==> config.mk <==
export PLATFORM = sky130hd
export DESIGN_NAME = rv_multicycle_controller
export DESIGN_NICKNAME = d
export VERILOG_FILES = /design/src/rtl/rv_ctrl_pkg.sv /design/src/rtl/rv_main_decoder.sv /design/src/rtl/rv_multicycle_controller.sv
export SDC_FILE = /design/constraint.sdc
export NUM_CORES = 1
export LEC_CHECK = 0
export ABC_AREA = 1
export CORE_MARGIN = 1.5
export CORE_UTILIZATION = 39
export CTS_BUF_LIST = sky130_fd_sc_hd__clkbuf_8
export CTS_CLUSTER_SIZE = 28
export DETAILED_ROUTE_END_ITERATION = 16
export PLACE_DENSITY = 0.78
export SLEW_MARGIN = 20
export SYNTH_ARGS = -nofsm -noshare
export SYNTH_HDL_FRONTEND = slang
export SYNTH_HIERARCHICAL = 1
export SYNTH_SLANG_ARGS = --single-unit
==> constraint.sdc <==
create_clock -name i_clk -period 1.9 [get_ports i_clk]
set_input_delay 0.285 -clock i_clk [delete_from_list [all_inputs] [get_ports i_clk]]
set_output_delay 0.285 -clock i_clk [all_outputs]
set_load 0.005 [all_outputs]
==> src/rtl/rv_ctrl_pkg.sv <==
// Shared types and encodings for the RV32IM multi-cycle controller and its decoder.
package rv_ctrl_pkg;

  typedef enum logic [2:0] {
    S_FETCH, S_DECODE, S_EXEC, S_MEM, S_WB, S_MDU_WAIT, S_TRAP
  } state_t;

  typedef enum logic [3:0] {
    C_LUI, C_AUIPC, C_JAL, C_JALR, C_BRANCH, C_LOAD, C_STORE,
    C_OPIMM, C_OP, C_MDU, C_ILL
  } cls_t;

  localparam logic [2:0] IMM_I = 3'b000;
  localparam logic [2:0] IMM_S = 3'b001;
  localparam logic [2:0] IMM_B = 3'b010;
  localparam logic [2:0] IMM_J = 3'b011;
  localparam logic [2:0] IMM_U = 3'b100;

  localparam logic [1:0] PC_PLUS4 = 2'b00;
  localparam logic [1:0] PC_IMM   = 2'b01;
  localparam logic [1:0] PC_ALU   = 2'b10;

  localparam logic [1:0] WB_ALU = 2'b00;
  localparam logic [1:0] WB_MEM = 2'b01;
  localparam logic [1:0] WB_PC4 = 2'b10;
  localparam logic [1:0] WB_MDU = 2'b11;

  localparam logic [1:0] SRC_A_RS1  = 2'b00;
  localparam logic [1:0] SRC_A_PC   = 2'b01;
  localparam logic [1:0] SRC_A_ZERO = 2'b10;

  localparam logic [6:0] OPC_LUI    = 7'b0110111;
  localparam logic [6:0] OPC_AUIPC  = 7'b0010111;
  localparam logic [6:0] OPC_JAL    = 7'b1101111;
  localparam logic [6:0] OPC_JALR   = 7'b1100111;
  localparam logic [6:0] OPC_BRANCH = 7'b1100011;
  localparam logic [6:0] OPC_LOAD   = 7'b0000011;
  localparam logic [6:0] OPC_STORE  = 7'b0100011;
  localparam logic [6:0] OPC_OPIMM  = 7'b0010011;
  localparam logic [6:0] OPC_OP     = 7'b0110011;

endpackage

==> src/rtl/rv_main_decoder.sv <==
// Combinational main decoder: instruction class, immediate format and illegal flag.
module rv_main_decoder
  import rv_ctrl_pkg::*;
(
  input  logic [31:0] i_ins,
  output cls_t        o_cls,
  output logic [2:0]  o_imm_sel,
  output logic        o_illegal
);

  logic [6:0] w_opc;
  logic [6:0] w_f7;
  logic       w_unused;

  assign w_opc    = i_ins[6:0];
  assign w_f7     = i_ins[31:25];
  assign w_unused = ^i_ins[24:7];

  always_comb begin
    o_cls     = C_ILL;
    o_imm_sel = IMM_I;
    case (w_opc)
      OPC_LUI:    begin o_cls = C_LUI;    o_imm_sel = IMM_U; end
      OPC_AUIPC:  begin o_cls = C_AUIPC;  o_imm_sel = IMM_U; end
      OPC_JAL:    begin o_cls = C_JAL;    o_imm_sel = IMM_J; end
      OPC_JALR:   o_cls = C_JALR;
      OPC_BRANCH: begin o_cls = C_BRANCH; o_imm_sel = IMM_B; end
      OPC_LOAD:   o_cls = C_LOAD;
      OPC_STORE:  begin o_cls = C_STORE;  o_imm_sel = IMM_S; end
      OPC_OPIMM:  o_cls = C_OPIMM;
      OPC_OP: begin
        if (w_f7 == 7'b0000000 || w_f7 == 7'b0100000) o_cls = C_OP;
        else if (w_f7 == 7'b0000001)                  o_cls = C_MDU;
      end
      default: o_cls = C_ILL;
    endcase
    o_illegal = (o_cls == C_ILL);
  end

endmodule

==> src/rtl/rv_multicycle_controller.sv <==
// Multi-cycle control FSM for RV32IM: one instruction in flight, outputs decoded from state and ins.
module rv_multicycle_controller
  import rv_ctrl_pkg::*;
#(
  parameter int MDU_TIMEOUT = 64
) (
  input  logic        i_clk,
  input  logic        i_rst,
  input  logic [31:0] i_ins,
  input  logic        i_mem_ready,
  input  logic        i_br_taken,
  input  logic        i_mdu_done,
  output logic        o_ir_write,
  output logic        o_pc_write,
  output logic [1:0]  o_pc_sel,
  output logic        o_mem_req,
  output logic        o_mem_we,
  output logic        o_mem_addr_sel,
  output logic [2:0]  o_imm_sel,
  output logic [1:0]  o_alu_src_a,
  output logic        o_alu_src_b,
  output logic        o_reg_write,
  output logic [1:0]  o_wb_sel,
  output logic        o_mdu_start,
  output logic        o_retire,
  output logic        o_illegal
);

  state_t     r_state;
  logic [7:0] r_mdu_cnt;
  cls_t       w_cls;
  logic [2:0] w_imm_sel;
  logic       w_dec_ill;
  logic [7:0] w_cnt_nxt;

  rv_main_decoder u_dec (
    .i_ins     (i_ins),
    .o_cls     (w_cls),
    .o_imm_sel (w_imm_sel),
    .o_illegal (w_dec_ill)
  );

  assign w_cnt_nxt = r_mdu_cnt + 8'd1;

  always_ff @(posedge i_clk) begin
    if (i_rst) begin
      r_state   <= S_FETCH;
      r_mdu_cnt <= '0;
    end else begin
      case (r_state)
        S_FETCH:  if (i_mem_ready) r_state <= S_DECODE;
        S_DECODE: r_state <= w_dec_ill ? S_TRAP : S_EXEC;
        S_EXEC: begin
          case (w_cls)
            C_LOAD, C_STORE: r_state <= S_MEM;
            C_BRANCH:        r_state <= S_FETCH;
            C_MDU: begin
              r_state   <= S_MDU_WAIT;
              r_mdu_cnt <= '0;
            end
            default:         r_state <= S_WB;
          endcase
        end
        S_MEM:    if (i_mem_ready) r_state <= (w_cls == C_STORE) ? S_FETCH : S_WB;
        S_WB:     r_state <= S_FETCH;
        S_MDU_WAIT: begin
          // done wins over a timeout landing in the same cycle
          if (i_mdu_done) r_state <= S_WB;
          else begin
            r_mdu_cnt <= w_cnt_nxt;
            if (w_cnt_nxt == 8'(MDU_TIMEOUT)) r_state <= S_TRAP;
          end
        end
        S_TRAP:   r_state <= S_TRAP;
        default:  r_state <= S_FETCH;
      endcase
    end
  end

  always_comb begin
    o_ir_write     = 1'b0;
    o_pc_write     = 1'b0;
    o_pc_sel       = PC_PLUS4;
    o_mem_req      = 1'b0;
    o_mem_we       = 1'b0;
    o_mem_addr_sel = 1'b0;
    o_imm_sel      = IMM_I;
    o_alu_src_a    = SRC_A_RS1;
    o_alu_src_b    = 1'b0;
    o_reg_write    = 1'b0;
    o_wb_sel       = WB_ALU;
    o_mdu_start    = 1'b0;
    o_retire       = 1'b0;
    o_illegal      = 1'b0;
    // outputs held at zero while reset is asserted so nothing is issued under reset
    if (!i_rst) begin
      if (r_state != S_FETCH && r_state != S_TRAP) o_imm_sel = w_imm_sel;
      // ALU operands stay valid past EXEC so MEM addressing and JALR targets see them
      if (r_state == S_EXEC || r_state == S_MEM || r_state == S_WB || r_state == S_MDU_WAIT) begin
        case (w_cls)
          C_OPIMM, C_LOAD, C_STORE, C_JALR: o_alu_src_b = 1'b1;
          C_LUI:          begin o_alu_src_a = SRC_A_ZERO; o_alu_src_b = 1'b1; end
          C_AUIPC, C_JAL: begin o_alu_src_a = SRC_A_PC;   o_alu_src_b = 1'b1; end
          default: ;
        endcase
      end
      case (r_state)
        S_FETCH: begin
          o_mem_req  = 1'b1;
          o_ir_write = i_mem_ready;
        end
        S_EXEC: begin
          if (w_cls == C_BRANCH) begin
            o_pc_write = 1'b1;
            o_pc_sel   = i_br_taken ? PC_IMM : PC_PLUS4;
            o_retire   = 1'b1;
          end
          o_mdu_start = (w_cls == C_MDU);
        end
        S_MEM: begin
          o_mem_req      = 1'b1;
          o_mem_addr_sel = 1'b1;
          o_mem_we       = (w_cls == C_STORE);
          if (w_cls == C_STORE && i_mem_ready) begin
            o_pc_write = 1'b1;
            o_retire   = 1'b1;
          end
        end
        S_WB: begin
          o_reg_write = 1'b1;
          o_pc_write  = 1'b1;
          o_retire    = 1'b1;
          case (w_cls)
            C_LOAD:        o_wb_sel = WB_MEM;
            C_JAL, C_JALR: o_wb_sel = WB_PC4;
            C_MDU:         o_wb_sel = WB_MDU;
            default:       o_wb_sel = WB_ALU;
          endcase
          if (w_cls == C_JAL)       o_pc_sel = PC_IMM;
          else if (w_cls == C_JALR) o_pc_sel = PC_ALU;
        end
        S_TRAP:  o_illegal = 1'b1;
        default: ;
      endcase
    end
  end

endmodule
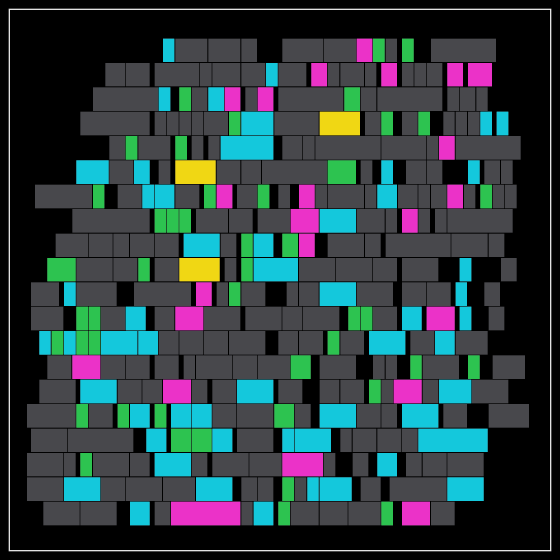
run_1/gate_families.png
legend:
  cyan:
    family: NOR gates
    cells: 54
    most_used: nor2_1
    where: spread over the die
  magenta:
    family: inverting AOI/OAI gates
    cells: 23
    most_used: a21oi_1
  yellow:
    family: adder and majority cells
    cells: 3
    most_used: ha_1
  green:
    family: inverters
    cells: 45
    most_used: inv_1
Comb/total area: 0.495
most common logic cell in the routed design: nand2_1
Final Non-Filler Cells: 371

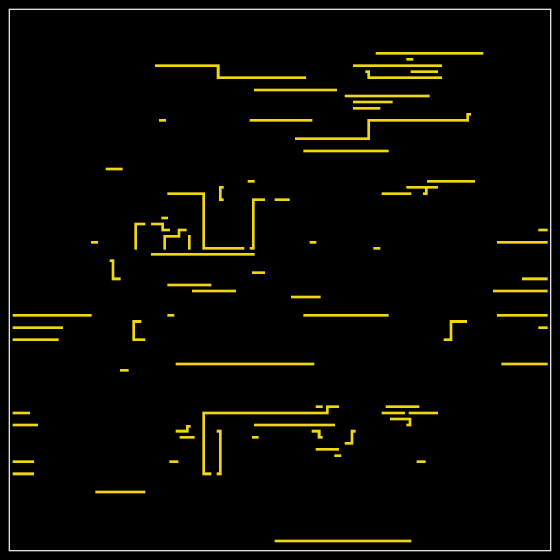
run_1/met3.png
wire length on this layer: 360 um
main direction: horizontal
longest straight run: 15.2 um
share of all routed wire: 5.9%
nets with wire on the layer: 59
routed wire length: 6050 um
met3 Use GR: 0.0779

==> impl_metrics.csv <==
group,metric,value,unit
clock_tree,worstSkewPairLatency,0.24,ns
final_timing,worstMarginPinSlew,0.469,ns
finish,syn_to_final_growth,95.1,%
synthesis,syn-cell-area,1280,um2
drt,viasPerCell,5.59,
place,dp.cells,344,
final_timing,hold_viol_final,0,
floorplan,fp_util,0.415,
worst_setup_path,required,1.62,ns
clock_tree,root_buffer,"clkbuf_8",
final_timing,setup_tns,-4.51,ns
worst_setup_path,critPathCapture,"o_mdu_start",
power_and_ir_drop,pwr_density_cell,578,nW/um2
drt,dr.pass1.iters,4,
worst_setup_path,crit_start,"i_ins[1]",
synthesis,yosys_warnings,6,
run,tool_warnings,47,
synthesis,yosysTopAreaCell,"nand2_1",
place,portBuffers,37,
power_and_ir_drop,p_leak,1.23,nW
run,maxCapViolations,0,
global_route,antenna_found_initial,0,
hold_path,hold_class,"flop to flop",
final_timing,whs,0.473,ns
hold_path,whs_path_depth,2,
synthesis,synth_nets,276,
clock_tree,cts.path.max_buffers,2,
drt,initialDrtViolationCount,195,
place,place_ws,-1.14,ns
worst_setup_path,critPathLaunchType,"input port",
finish,nFillCells,188,
clock_tree,htree_levels,1,
hold_path,hold_end,"r_mdu_cnt[7]",
outcome,violations,"setup timing",
drt,vias,2075,
floorplan,core_area,3080,um2
clock_tree,cts_buffers,3,
final_timing,rsz0062_at_grt,"yes",
outcome,status,"finished, violations left",
synthesis,ys.flops,11,
floorplan,dieWidth,60.3,um
worst_setup_path,crit_arrival,1.94,ns
finish,final_nets,368,
power_and_ir_drop,ir_drop,580,uV
clock_tree,clk_pin_slew,0.05,ns
synthesis,most_common_cell,"nand2_1",
finish,drive_above_1_share,0.547,
place,post-dp-hpwl,2960,um
drt,route.detailed.drc,0,
synthesis,top_cell_area_share,0.173,
hold_path,hp-start,"r_mdu_cnt[7]",
place,place_congestion,0.847,
worst_setup_path,r2r_slack,0.03,ns
floorplan,die_y,60.3,um
finish,antennaDiodeCount,0,
synthesis,synth-main-ff-cell,"dfxtp_1",
worst_setup_path,path_class,"input port to primary output",
drt,antenna_left,0,
place,place_area,1920,um2
global_route,grt_pass1_vias,1967,
synthesis,ys_cells,236,
worst_setup_path,r2r_end,"r_state[2]",
clock_tree,cts.sinks,11,
synthesis,postSynthCellCount,236,
final_timing,finalWorstSetupSlack,-0.323,ns
final_timing,slew_violations,0,
synthesis,netlist_top_cells_count,"nand2_1 (59), nor2_1 (35), inv_1 (33), nand3_1 (21), a21oi_1 (15)",
final_timing,finalCritPeriodShare,1.17,
final_timing,min_period,2.22,ns
global_route,grt-ovfl-total,0,
synthesis,synth-edff-count,0,
synthesis,synth_cell_types,34,
floorplan,rows,20,
synthesis,synth-seq-area-share,0.172,
synthesis,syn_area_per_cell,5.42,um2
synthesis,yosysChipArea,1280,um2
finish,stdcell_area,2490,um2
final_timing,slew_headroom,0.685,
clock_tree,tritoncts,"built",
finish,lay_top_cells,"nand2_1 (44), buf_4 (41), inv_1 (23)",
final_timing,setup_viol,23,
worst_setup_path,rr_worst_depth,10,
worst_setup_path,cp-end-kind,"primary output",
worst_setup_path,cp_max_fo,4,
global_route,grt_first_pass_wirelength,8320,um
worst_setup_path,timing.rr.start,"r_mdu_cnt[0]",
final_timing,fmax,0.450,GHz
synthesis,netlist_top_cells_area,"nand2_1 (17%), dfxtp_1 (17%), nor2_1 (10%)",
global_route,grt_max_degree,15,
floorplan,dieArea,3630,um2
floorplan,ios,56,
synthesis,synthArstFlopShare,0,
power_and_ir_drop,power,1.44,mW
final_timing,clock_skew,0.00302,ns
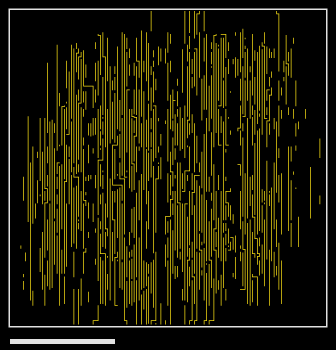
run_1/met2.png
The bar under the picture is 20 um long.
main direction: vertical
nets with wire on the layer: 321
wire length on this layer: 3270 um
share of all routed wire: 54%
longest straight run: 32.0 um

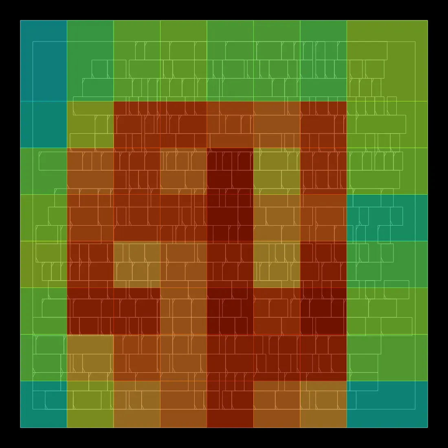
run_1/final_congestion.png
post-layout util: 0.811
Most Crowded Layer GR: met2
WL per Instance: 16.3 um
Global Route Usage Sum: 0.304
met1 Use GR: 0.302

-- run 1: area by class of cell --
type	instances	area [um2]	area share
Clock buffer	3	41.3	0.0165
Clock inverter	1	3.75	0.00150
Inverter	45	191	0.0767
Multi-Input combinational cell	177	1240	0.495
Sequential cell	11	225	0.0903
Tap cell	44	55.1	0.0221
Timing Repair Buffer	90	742	0.297
-- run 1: worst max-delay path, stage by stage --
cell and delay, ns:
buf_6 0.09, nand2_4 0.08, inv_6 0.05, buf_4 0.14
nand2_4 0.06, nor2_4 0.04, nor2_2 0.13, nand2_1 0.09
nor2_2 0.13, nand2_4 0.11, buf_6 0.14, nor2_4 0.11
nand3_4 0.11, inv_2 0.07, nand2_2 0.07, nor2_2 0.13
buf_2 0.11
-- run 1: report_power, final --
group	switching [mW]	leakage (nW)	total (mW)	internal [mW]
clock	0.0970	0.0269	0.240	0.143
sequential	0.0376	0.0901	0.304	0.266
combinational	0.537	1.11	0.899	0.362
-- run 1: state kept, by name (all words and copies together) (netlist names) --
signal and cells:
r_mdu_cnt 8, r_state 3
-- run 1: layer usage --
layer  track usage  routed length, um  vias up  part of all wire
li1              -                  -      928                 -
met3        0.0779                359       26             0.059
met1         0.302               2190     1003              0.36
met2         0.561               3270      118              0.54
met5             0                  0        -                 0
met4         0.175                227        0             0.038
-- run 1: cells by family after synthesis --
kind of cell,share of synthesized area
buffers and inverters,0.146
AND/OR/NAND/NOR,0.545
AND-OR/OR-AND,0.101
adder cells (fa/ha/maj),0.0294
flip-flops,0.172
XOR/XNOR,0.00685
-- run 1: what timing repair did --
action / 4_1_cts / 5_1_grt
gates cloned: 0 / 0
pin swaps: 50 / 25
setup buffers: 18 / 8
hold endpoints to repair: 0 / 0
gates resized: 189 / 37
hold buffers: 0 / 0
endpoints found under the setup margin: 28 / 27
Power and IR drop assume default switching activity.
